Figure 1. Wires at chosen ports, followed through buffers.
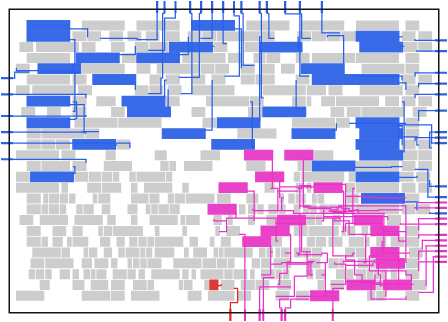
Figure 2. Wiring by layer.
Bar = 20 um.
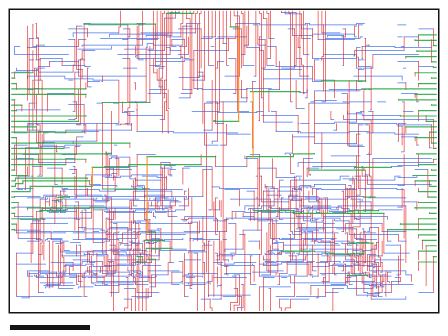
Figure 3. Clock wires, drivers and flops.
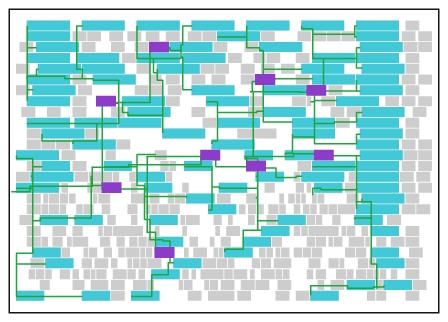
Figure 4. Placed standard cells.
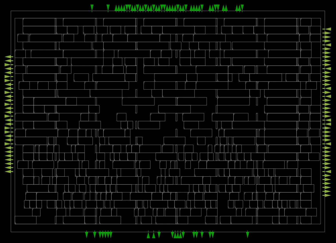
## config.mk

```make
export PLATFORM = sky130hd
export DESIGN_NAME = demux_1to2_stream
export DESIGN_NICKNAME = d
export VERILOG_FILES = /design/src/rtl/demux_1to2_stream_pkg.sv /design/src/rtl/demux_slot.sv /design/src/rtl/demux_1to2_stream.sv
export SDC_FILE = /design/constraint.sdc
export NUM_CORES = 1
export LEC_CHECK = 0
export ABC_AREA = 0
export CORE_ASPECT_RATIO = 0.7
export CORE_UTILIZATION = 47
export DETAILED_ROUTE_END_ITERATION = 16
export PLACE_DENSITY = 0.84
export SLEW_MARGIN = 20
export SYNTH_ARGS = -nofsm -noshare
export SYNTH_HDL_FRONTEND = slang
export SYNTH_HIERARCHICAL = 1
export SYNTH_SLANG_ARGS = --single-unit
export TNS_END_PERCENT = 30
```

## constraint.sdc

```tcl
create_clock -name clk -period 5.3 [get_ports clk]
set_input_delay 1.325 -clock clk [delete_from_list [all_inputs] [get_ports clk]]
set_output_delay 1.325 -clock clk [all_outputs]
set_load 0.02 [all_outputs]
```

## src/rtl/demux_1to2_stream_pkg.sv

```systemverilog
// Shared constants and types for the 1-to-2 stream demultiplexer.
package demux_1to2_stream_pkg;

  localparam int DEFAULT_N  = 32;
  localparam int DEFAULT_CW = 16;

  typedef enum logic {
    SLOT_EMPTY = 1'b0,
    SLOT_FULL  = 1'b1
  } slot_state_e;

endpackage

```

## src/rtl/demux_slot.sv

```systemverilog
// One-entry output slot with a saturating delivered-word counter.
module demux_slot
  import demux_1to2_stream_pkg::*;
#(
  parameter int n  = DEFAULT_N,
  parameter int CW = DEFAULT_CW
) (
  input  logic          clk,
  input  logic          rst_n,
  input  logic          load,
  input  logic [n-1:0]  load_data,
  output logic          valid,
  input  logic          ready,
  output logic [n-1:0]  data,
  output logic [CW-1:0] cnt,
  output slot_state_e   state
);

  slot_state_e state_next;
  logic        drain;

  assign valid = (state == SLOT_FULL);
  assign drain = valid && ready;

  always_ff @(posedge clk) begin
    if (!rst_n) begin
      state <= SLOT_EMPTY;
    end else begin
      state <= state_next;
    end
  end

  // A load in the same cycle as a drain keeps the slot FULL with the new word.
  always_comb begin
    state_next = state;
    case (state)
      SLOT_EMPTY: if (load) state_next = SLOT_FULL;
      SLOT_FULL:  if (drain && !load) state_next = SLOT_EMPTY;
      default:    state_next = SLOT_EMPTY;
    endcase
  end

  // Payload needs no reset: it is only observed while valid is high.
  always_ff @(posedge clk) begin
    if (load) begin
      data <= load_data;
    end
  end

  always_ff @(posedge clk) begin
    if (!rst_n) begin
      cnt <= '0;
    end else if (drain && (cnt != {CW{1'b1}})) begin
      cnt <= cnt + 1'b1;
    end
  end

endmodule

```

## src/rtl/demux_1to2_stream.sv

```systemverilog
// Routes one valid/ready input stream to one of two buffered outputs by in_sel.
module demux_1to2_stream
  import demux_1to2_stream_pkg::*;
#(
  parameter int n  = DEFAULT_N,
  parameter int CW = DEFAULT_CW
) (
  input  logic          clk,
  input  logic          rst_n,
  input  logic          in_valid,
  output logic          in_ready,
  input  logic [n-1:0]  in_data,
  input  logic          in_sel,
  output logic          out0_valid,
  input  logic          out0_ready,
  output logic [n-1:0]  out0_data,
  output logic          out1_valid,
  input  logic          out1_ready,
  output logic [n-1:0]  out1_data,
  output logic [CW-1:0] cnt0,
  output logic [CW-1:0] cnt1
);

  // Handshake: a transfer happens on a rising edge where valid and ready are
  // both high; ready never depends on valid, and valid never drops until taken.
  slot_state_e state0;
  slot_state_e state1;
  logic        accept;
  logic        load0;
  logic        load1;

  always_comb begin
    in_ready = 1'b0;
    if (in_sel) begin
      in_ready = (state1 == SLOT_EMPTY) || out1_ready;
    end else begin
      in_ready = (state0 == SLOT_EMPTY) || out0_ready;
    end
  end

  assign accept = in_valid && in_ready;
  assign load0  = accept && !in_sel;
  assign load1  = accept && in_sel;

  demux_slot #(.n(n), .CW(CW)) u_slot0 (
    .clk       (clk),
    .rst_n     (rst_n),
    .load      (load0),
    .load_data (in_data),
    .valid     (out0_valid),
    .ready     (out0_ready),
    .data      (out0_data),
    .cnt       (cnt0),
    .state     (state0)
  );

  demux_slot #(.n(n), .CW(CW)) u_slot1 (
    .clk       (clk),
    .rst_n     (rst_n),
    .load      (load1),
    .load_data (in_data),
    .valid     (out1_valid),
    .ready     (out1_ready),
    .data      (out1_data),
    .cnt       (cnt1),
    .state     (state1)
  );

endmodule

```

==> impl_metrics.xml <==
<?xml version="1.0" encoding="UTF-8"?>
<metrics>
  <group name="worst_hold_path">
    <metric name="holdPathStages" unit="">2</metric>
    <metric name="terminating_pin_of_the_worst_hold_path" unit="">u_slot1/cnt[6]</metric>
    <metric name="min-delay-path-class" unit="">flip-flop to flip-flop</metric>
    <metric name="worst_hold_startpoint" unit="">u_slot1/cnt[6]</metric>
  </group>
  <group name="setup_path">
    <metric name="critical_path.max_stage_delay" unit="ns">0.62</metric>
    <metric name="startpoint_type" unit="">primary input</metric>
    <metric name="reg2reg_depth" unit="">4</metric>
    <metric name="destination_of_the_worst_register_to_register_timing_path" unit="">u_slot1/cnt[15]</metric>
    <metric name="crit_top_cell" unit="">sky130_fd_sc_hd__clkdlybuf4s50_1</metric>
    <metric name="cp_max_fo" unit="">4</metric>
    <metric name="required" unit="ns">3.97</metric>
    <metric name="regToRegSetupSlack" unit="ns">3.27</metric>
    <metric name="timing_worst_setup_path_type" unit="">primary input to primary output</metric>
    <metric name="timing.critical_path.buf_inv" unit="">2</metric>
    <metric name="critPathArrivalTime" unit="ns">2.73</metric>
    <metric name="worstReg2RegStart" unit="">u_slot1/cnt[8]</metric>
    <metric name="critPathSlowestCell" unit="">sky130_fd_sc_hd__clkdlybuf4s50_1</metric>
    <metric name="timing.critical_path.to_type" unit="">primary output</metric>
    <metric name="cp_cell_sequence" unit="">clkdlybuf4s50_1, nor3b_1, a31oi_1, clkdlybuf4s50_1</metric>
    <metric name="critPathTopFamily" unit="">buffers and inverters</metric>
  </group>
  <group name="floorplan">
    <metric name="die_h" unit="um">76.0</metric>
    <metric name="dieWidth" unit="um">108</metric>
    <metric name="io_pins" unit="">137</metric>
    <metric name="fp.dieArea" unit="sq um">8180</metric>
    <metric name="num_tap_cells" unit="">98</metric>
  </group>
  <group name="synth">
    <metric name="synthAdderAreaFrac" unit="">0.00681</metric>
    <metric name="netlist_top_cells_count" unit="">sky130_fd_sc_hd__edfxtp_1, sky130_fd_sc_hd__dfxtp_1, sky130_fd_sc_hd__a21oi_1, sky130_fd_sc_hd__nand2_1, sky130_fd_sc_hd__o31ai_1</metric>
    <metric name="post_synth_num_cell_types" unit="">31</metric>
    <metric name="synth.cellmix.simpleShare" unit="">0.163</metric>
    <metric name="postSynthNetCount" unit="">317</metric>
    <metric name="aoi_share" unit="">0.0964</metric>
    <metric name="number_of_synthesized_flops_with_an_enable_pin" unit="">64</metric>
    <metric name="xor_area_frac" unit="">0</metric>
    <metric name="yosys_area" unit="sq um">3670</metric>
    <metric name="synth.logic.top_family" unit="">simple AND/OR/NAND/NOR gates</metric>
    <metric name="synth_area_leader_cell" unit="">sky130_fd_sc_hd__edfxtp_1</metric>
    <metric name="synth.top_cell.area_share" unit="">0.523</metric>
    <metric name="top_cells_by_area_in_the_synthesized_netlist" unit="">sky130_fd_sc_hd__edfxtp_1, sky130_fd_sc_hd__dfxtp_1, sky130_fd_sc_hd__a21oi_1</metric>
    <metric name="synth-async-reset-ratio" unit="">0</metric>
    <metric name="muxShareOfSynthArea" unit="">0.00545</metric>
    <metric name="syn_area_per_cell" unit="sq um">13.3</metric>
    <metric name="ys_warns" unit="">6</metric>
    <metric name="synthesis.instances" unit="">277</metric>
    <metric name="most_common_cell" unit="">sky130_fd_sc_hd__edfxtp_1</metric>
    <metric name="synth-cells-yosys" unit="">277</metric>
  </group>
  <group name="cells_and_area">
    <metric name="design.final.nets" unit="">458</metric>
    <metric name="diodes" unit="">0</metric>
    <metric name="comb_area" unit="sq um">1030</metric>
    <metric name="logic_gate_count" unit="">162</metric>
    <metric name="areaGrowthSynthToFinish" unit="%">46.0</metric>
    <metric name="n_clock_buffer" unit="">10</metric>
    <metric name="drive_above_1_share" unit="">0.0709</metric>
    <metric name="inverters_excl_clock" unit="">9</metric>
    <metric name="num-nonclk-buffers" unit="">138</metric>
    <metric name="area.sequential" unit="sq um">2600</metric>
    <metric name="nFlopsAndLatches" unit="">98</metric>
    <metric name="biggestCellCategory" unit="">flip-flops and latches</metric>
  </group>
  <group name="clocking">
    <metric name="clock-sinks" unit="">98</metric>
    <metric name="tritoncts.num_buffers" unit="">9</metric>
    <metric name="clock-root-buffer" unit="">sky130_fd_sc_hd__clkbuf_8</metric>
    <metric name="number_of_buffers_added_for_setup_after_cts" unit="">0</metric>
    <metric name="skew_pair_late_insertion_delay" unit="ns">0.35</metric>
    <metric name="clock_tree_from_tritoncts" unit="">yes</metric>
    <metric name="cts-resized-gates" unit="">0</metric>
    <metric name="ctsHtreeMaxLevel" unit="">3</metric>
    <metric name="clock_pin_slew_of_the_registers_on_the_worst_case_setup_and_hold_paths" unit="ns">0.09</metric>
    <metric name="cts_hold_repair.buffers" unit="">0</metric>
    <metric name="max-clock-path-buffers" unit="">2</metric>
  </group>
  <group name="sta">
    <metric name="max_slew.worst_pin.slew" unit="ns">0.782</metric>
    <metric name="timing.fmax" unit="MHz">247</metric>
    <metric name="fin_hold_ws" unit="ns">0.520</metric>
    <metric name="finalMaxSlewViolations" unit="">0</metric>
    <metric name="finalHoldViolCount" unit="">0</metric>
    <metric name="maxSlewHeadroom" unit="">0.475</metric>
    <metric name="finalCritPeriodShare" unit="">0.765</metric>
    <metric name="period_needed" unit="ns">4.05</metric>
    <metric name="unrepaired_setup_endpoints_after_global_routing" unit="">false</metric>
    <metric name="finClkSkew" unit="ns">0.0105</metric>
  </group>
  <group name="global_route">
    <metric name="globalRoute.busiestLayer" unit="">met2</metric>
    <metric name="grt.total_usage" unit="">0.214</metric>
    <metric name="grt_use_met1" unit="">0.271</metric>
    <metric name="overflow" unit="">0</metric>
    <metric name="grt_antenna_before_repair" unit="">0</metric>
  </group>
  <group name="power_and_ir_drop">
    <metric name="vdd.ir_drop.worst" unit="V">0.000173</metric>
    <metric name="power_density" unit="nW/um^2">263</metric>
    <metric name="static-leakage-power" unit="uW">0.00173</metric>
  </group>
  <group name="run">
    <metric name="tool_warnings" unit="">26</metric>
    <metric name="maxCapViolCount" unit="">0</metric>
  </group>
  <group name="run_status">
    <metric name="outcome" unit="">complete, no violations</metric>
  </group>
  <group name="route">
    <metric name="routed_wire_length_per_instance" unit="um">16.3</metric>
    <metric name="dr.first_iter.drc_count" unit="">132</metric>
    <metric name="drc" unit="">0</metric>
    <metric name="route.final.wire_length" unit="um">8480</metric>
    <metric name="dr_total_vias" unit="">2840</metric>
    <metric name="vias_per_cell" unit="">5.45</metric>
    <metric name="detail-route-antenna-nets" unit="">0</metric>
  </group>
  <group name="placement">
    <metric name="port_buffers" unit="">136</metric>
    <metric name="dp_hpwl" unit="um">6020</metric>
    <metric name="gpl.final_weighted_congestion" unit="">0.784</metric>
  </group>
</metrics>
Back to the opening pictures, Figure 1:
colour	port	direction	end cells	buffers	wire
red	in_ready	output	1	1	10.0 um
blue	out1_data	output	32	32	703 um
magenta	cnt0	output	16	16	794 um

Back to the opening pictures, Figure 2:
colour	layer	wire length
orange	met4	63.9 um
blue	met1	3700 um
green	met3	767 um
red	met2	3950 um

Back to the opening pictures, Figure 3:
[cyan] flip-flops | count: 98
[green] clock wires | length: 1020 um
[purple] cells driving clock nets | count: 9
flops lie	all over the die
routed clock nets	10

Back to the opening pictures, Figure 4:
filler cell count: 541
core area: 7420 sq um
Final Util: 0.723
flop share of the area: 0.485
count of standard-cell rows: 26

==> layer usage <==
metal / vias up / part of all wire
met3: 9 / 0.090
met5: - / 0
li1: 1356 / -
met1: 1342 / 0.44
met4: 0 / 0.0074
met2: 133 / 0.47
==> layout by cell type, fill, tap and decap left out, types with 2 or more instances in the layout <==
master | Yosys | routed
sky130_fd_sc_hd__nor4_4 | 0 | 2
sky130_fd_sc_hd__ha_1 | 2 | 2
sky130_fd_sc_hd__and2_1 | 2 | 2
sky130_fd_sc_hd__o21ai_0 | 14 | 14
sky130_fd_sc_hd__o31ai_1 | 16 | 16
sky130_fd_sc_hd__inv_6 | 0 | 4
sky130_fd_sc_hd__a21oi_1 | 29 | 28
sky130_fd_sc_hd__or2_2 | 4 | 4
sky130_fd_sc_hd__or4_1 | 14 | 14
sky130_fd_sc_hd__nand3_1 | 4 | 4
sky130_fd_sc_hd__clkbuf_8 | 0 | 9
sky130_fd_sc_hd__a31oi_1 | 3 | 3
sky130_fd_sc_hd__inv_1 | 9 | 9
sky130_fd_sc_hd__or4_2 | 2 | 2
sky130_fd_sc_hd__nand3b_1 | 4 | 4
sky130_fd_sc_hd__nor2_1 | 6 | 6
sky130_fd_sc_hd__edfxtp_1 | 64 | 64
sky130_fd_sc_hd__dfxtp_1 | 34 | 34
sky130_fd_sc_hd__nand4_2 | 2 | 2
sky130_fd_sc_hd__and4_1 | 2 | 2
sky130_fd_sc_hd__or3_1 | 8 | 8
sky130_fd_sc_hd__nor4_1 | 2 | 2
sky130_fd_sc_hd__clkdlybuf4s50_1 | 0 | 136
sky130_fd_sc_hd__or4_4 | 2 | 2
sky130_fd_sc_hd__mux2i_1 | 2 | 2
sky130_fd_sc_hd__nor3_1 | 10 | 10
sky130_fd_sc_hd__nand4_1 | 8 | 8
sky130_fd_sc_hd__nand2_1 | 17 | 17
sky130_fd_sc_hd__nand2b_1 | 4 | 4
==> power by group <==
group	internal, uW	leakage [uW]	total [uW]	switching [uW]
clock network	177	0.0000897	435	258
logic	65.7	0.000768	131	65.5
registers	839	0.000873	847	7.67
==> per-stage QoR <==
step	power [uW]	cell area [sq um]	cells	worst slack, ns
after floorplan	913	3670	277	1.88
after global placement	990	5140	504	1.26
after detailed placement	995	5140	504	1.24
after CTS	1430	5320	520	1.24
after global routing	1460	5370	521	1.15
final	1410	5370	521	1.25
==> state kept, by name, indices dropped and copies added, names as in the netlist <==
name and count:
u_slot1/cnt 16, u_slot0/state 1, u_slot1/state 1, u_slot0/cnt 16, u_slot1/data 32, u_slot0/data 32
==> worst max-delay path by stage <==
stage | from | end | slack (ns) | depth (start not counted)
finish | in_sel | in_ready | 1.25 | 4
global route | out1_ready | in_ready | 1.15 | 4
CTS | in_sel | in_ready | 1.24 | 4
detailed placement | in_sel | in_ready | 1.24 | 4
global placement | in_sel | in_ready | 1.26 | 4
floorplan | in_valid | u_slot1/data[0] | 1.88 | 2
==> worst register-to-register path: cells and delay by family (launching register included) <==
kind / cells / cell delay (ns)
and+or+nand+nor: 3 / 1.24
DFF: 1 / 0.50
muxes: 1 / 0.23
Power and IR drop assume default switching activity.
